Design led_sequencer, sky130hd; sources not shown.
Figure 1. Clock routing (run 1).
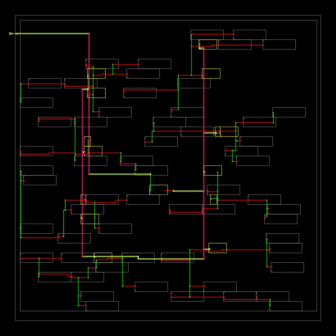
power in the clock group: 0.000847 W
CTS buffer count: 9
clk sinks: 60
registers: 60
Final Skew: 0.00620 ns

Figure 2. Gate families picked out (run 1).
(3 px per um)
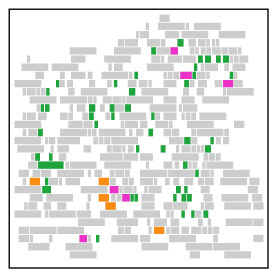
multiplexers -> orange  # cells 5, most used mux2i_1
AND-OR and OR-AND gates -> magenta  # cells 6, most used a21o_1
NAND gates -> green  # cells 49, most used nand2_1
Final Instance Count excl. Fillers: 450
most frequent logic cell in the layout: dfrtp_1
Comb area share: 41.3%

Figure 3. Routed clock nets over the placement (run 1).
(6 px per um)
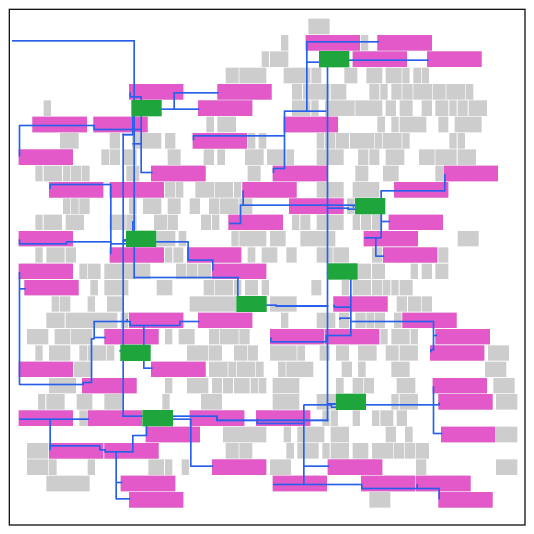
clock wires -> blue  # length 798 um
clock drivers -> green  # count 9
flip-flops -> magenta  # count 60
routed clock nets = 10
flops lie = widely spread
Clk network pwr share: 27.4%
Late-Pin Clk Latency: 0.33 ns

==> changes_impl.md, run 1 <==
## Implementation

- Max reg flops: 21
- N_taps: 96
- # DRC: 0
- Highest Signal Layer: met4
- Power density cells: 846 nW/um2
- Most frequent cell after synthesis: dfrtp_1
- Ys async rst share: 100%
- Wire length per cell: 13.0 um
- Final hold vios: 0
- DR iter-0 viols: 118
- Grt met1 use: 23.7%
- DP Wirelength: 3960 um
- Number of antenna-violating nets in the routed design: 0
- H-tree depth: 3
- Comb area leader: simple AND/OR/NAND/NOR gates
- Clock-pin transition on the worst setup and hold timing paths: 0.06 ns
- Worst setup EP type: flip-flop
- # Post-CTS Setup Buffers: 0
- Drt first pass iters: 4
- Top cells by area: dfrtp_1 48%, ha_1 7.1%, nor2_1 4.4%
- Largest cell class by area: logic gates
- Critical path arrival: 2.32 ns
- Fp util: 46.4%
- Core Region: 6790 um2
- Yosys top cell by area: dfrtp_1
- WP depth: 7
- Layout clock buffer count: 13
- Mux share: 1.59%
- Distinct lib cells used: 45
- # resized after CTS: 0
- Yosys warns: 0
- Synth Area in Compound Gates: 11.9%
- Fin nets: 372
- Worst path max stage delay: 0.57 ns
- Post-synthesis net count: 347
- Longest Clk Path Bufs: 2
- Busiest grt layer: met2
- Status: complete, no violations
- Slew Limit Headroom: 59.7%
- Worst path slowest cell: or4_4
- Congestion Overflow GR: 0
- Non-CTS buffers: 26
- CTS root buf: clkbuf_8
- Leakage: 1.59 nW
- Synthesized registers: 60
- ClkCell Share: 4.62%
- Invs w/o clock: 27
- Logic area: 1510 um2
- Chip area line of the yosys report: 3150 um2
- Multi-input gate count: 226
- Tool warnings: 35
- Flop share of the area: 41.1%
- Crit path buf inv count: 2
- Reg2Reg Setup Slack: 0.21 ns
- Post-Layout Inst Area: 3660 um2
- Yosys Instances: 325
- Die width: 85.7 um
- Max-Cap Viols: 0
- Antenna diode count: 0
- Synth Seq Share: 47.6%
- Placer Congestion: 0.824
- Cell area after synthesis: 3150 um2
- Initial antenna violation count: 0
- Final WL: 5840 um
- Most frequent cells in the layout: 60 x dfrtp_1, 36 x nor2_1, 26 x inv_1, 23 x nand2_1, 18 x ha_1
- Cell Area, Placed: 3490 um2
- Required time of the critical path: 2.45 ns
- CP cell instances: clkdlybuf4s50_1, nand4b_4, or4_4, nor4_4, buf_4, mux2i_1, nor2_1
- Place WS: -0.240 ns
- Largest net degree at the start of global routing: 61
- Cts hold-fix bufs: 0
- Fillers: 606
- Dominant register cell: dfrtp_1
- IO Port Bufs: 14
- Worst-path fanout max: 4
- Final setup vio count: 0
- Yosys adder share: 7.14%
## run 1: power by group
| group | internal (W) | switching [W] | leakage (nW) |
|---|---|---|---|
| sequential | 0.00123 | 0.0000970 | 0.800 |
| clock | 0.000455 | 0.000392 | 0.0893 |
| combinational | 0.000330 | 0.000592 | 0.699 |
## run 1: per-stage QoR
stage | hold WS (ns) | std cells | power (W)
6_report | 0.348 | 450 | 0.00309
5_1_grt | 0.356 | 450 | 0.00328
4_1_cts | 0.349 | 450 | 0.00314
3_5_place_dp | 0.335 | 435 | 0.00227
3_3_place_gp | 0.333 | 435 | 0.00225
2_1_floorplan | 0.331 | 325 | 0.00197
Figure 4. M3 wires (run 1).
(6 px per um)
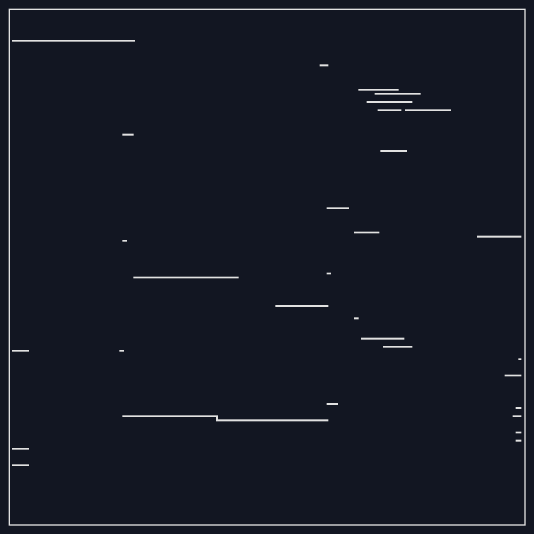

==> run 1 -> run 2 <==
Settings changed: DONT_BUFFER_PORTS from default to 1, PLACE_DENSITY 0.61 to 0.59.
Figure 5. M3 wires (run 2).
(6 px per um)
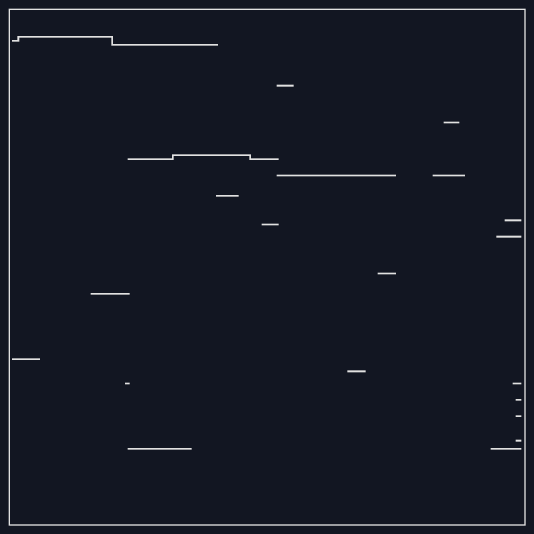
wire length on this layer = 139 um
nets with wire on the layer = 13
longest straight run = 19.6 um
main direction = horizontal
share of all routed wire = 2.4%
final WL: 5920 um
Vias: 2302
M3 GR Usage: 4.33%

Figure 6. Wiring by layer (run 2).
(3 px per um)
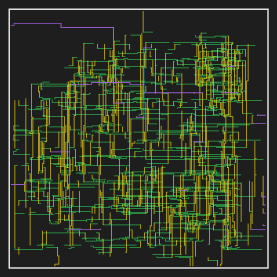
metal 1 -> green  # wire length 2790 um
metal 4 -> cyan  # wire length 96.6 um
metal 3 -> purple  # wire length 139 um
metal 2 -> yellow  # wire length 2900 um
wire length per cell: 13.5 um
Tot GR Track Use: 18.8%

==> run 2 against run 1 <==
Against the previous run:
- combinational power shrank 38%
- core utilization decreased by 1.6 points
- sequential share of layout area grew 1.3 points
- synthesized cell count did not move
- count of clock-buffer cells in the layout is 1 higher
- worst setup slack improved by 0.043 ns
- register-to-register slack got worse by 0.04 ns
==> changes_impl.md, run 2 <==
## Implementation

- IO Port Bufs: 0
- Tool warnings: 35
- CP cell instances: ha_1, nand2_1, or4_4, nor4_4, buf_4, mux2i_1, nor2_1
- Fillers: 628
- Worst-path fanout max: 5
- Largest net degree at the start of global routing: 40
- Initial antenna violation count: 0
- Clock-pin transition on the worst setup and hold timing paths: 0.06 ns
- Most frequent cell after synthesis: dfrtp_1
- Yosys warns: 0
- Most frequent logic cell in the layout: dfrtp_1
- Die width: 85.7 um
- Cell area after synthesis: 3150 um2
- Crit path buf inv count: 1
- Status: complete, no violations
- Worst path max stage delay: 0.48 ns
- Late-Pin Clk Latency: 0.35 ns
- Yosys Instances: 325
- Worst path slowest cell: or4_4
- Most frequent cells in the layout: 60 x dfrtp_1, 36 x nor2_1, 26 x inv_1, 23 x nand2_1, 18 x ha_1
- Final Skew: 0.0154 ns
- Final hold vios: 0
- Mux share: 1.59%
- Grt met1 use: 23.3%
- Ys async rst share: 100%
- CTS buffer count: 9
- Max-Cap Viols: 0
- CTS root buf: clkbuf_8
- Power density cells: 882 nW/um2
- Max reg flops: 21
- DR iter-0 viols: 86
- Placer Congestion: 0.812
- # resized after CTS: 0
- # DRC: 0
- Cts hold-fix bufs: 0
- Slew Limit Headroom: 60.9%
- Final setup vio count: 0
- Min Hold Slack: 0.0550 ns
- Leakage: 1.55 nW
- Drt first pass iters: 4
- Critical path arrival: 2.29 ns
- Antenna diode count: 0
- Post-synthesis net count: 347
- Vias per inst: 5.27
- Fp util: 46.4%
- Final period utilization: 92.6%
- Synthesized registers: 60
- Worst setup EP type: flip-flop
- Core Region: 6790 um2
- Fin nets: 359
- Reg2Reg Setup Slack: 0.17 ns
- H-tree depth: 3
- Highest Signal Layer: met4
- GR Util met2: 31.4%
- AND/OR/NAND/NOR Cells, Area Fraction: 20.9%
- # Post-CTS Setup Buffers: 0
- WP depth: 7
- Min Tclk post-route: 2.06 ns
- Dominant register cell: dfrtp_1
- Busiest grt layer: met2
- Die Span Y: 85.7 um
- Comb area leader: simple AND/OR/NAND/NOR gates
- Synth Seq Share: 47.6%
- Synth Area in Compound Gates: 11.9%
- Yosys top cell by area: dfrtp_1
- Longest Clk Path Bufs: 2
- Clk sinks: 60
- Required time of the critical path: 2.46 ns
- DP Wirelength: 4100 um
- Number of antenna-violating nets in the routed design: 0
- Yosys adder share: 7.14%
- Top cells by area: dfrtp_1 48%, ha_1 7.1%, nor2_1 4.4%
- Distinct lib cells used: 45
- Top cell type's share of synthesized area: 47.6%
- Congestion Overflow GR: 0
[run 2: cell type report]
class	instances	area (um2)	area share [%]
Multi-Input combinational cell	226	1510	42.6
Clock buffer	14	173	4.87
Clock inverter	1	30.0	0.847
Sequential cell	60	1500	42.4
Inverter	27	101	2.86
Timing Repair Buffer	13	110	3.11
Tap cell	96	120	3.39
[run 2: per-stage QoR]
step                      setup slack (ns)  std cells  power, W  instance area, um2
after CTS                            0.154        437   0.00317                3540
after floorplan                      0.163        325   0.00197                3150
after global placement               0.184        422   0.00214                3340
after global routing                0.0101        437   0.00332                3540
after detailed placement             0.150        422   0.00215                3340
final                                0.166        437   0.00312                3540
[run 2: power by group]
part | switching [W] | internal [W]
registers | 0.000316 | 0.00123
clock network | 0.000407 | 0.000603
logic | 0.000346 | 0.000227
total | 0.00107 | 0.00206
Power and IR drop assume default switching activity.
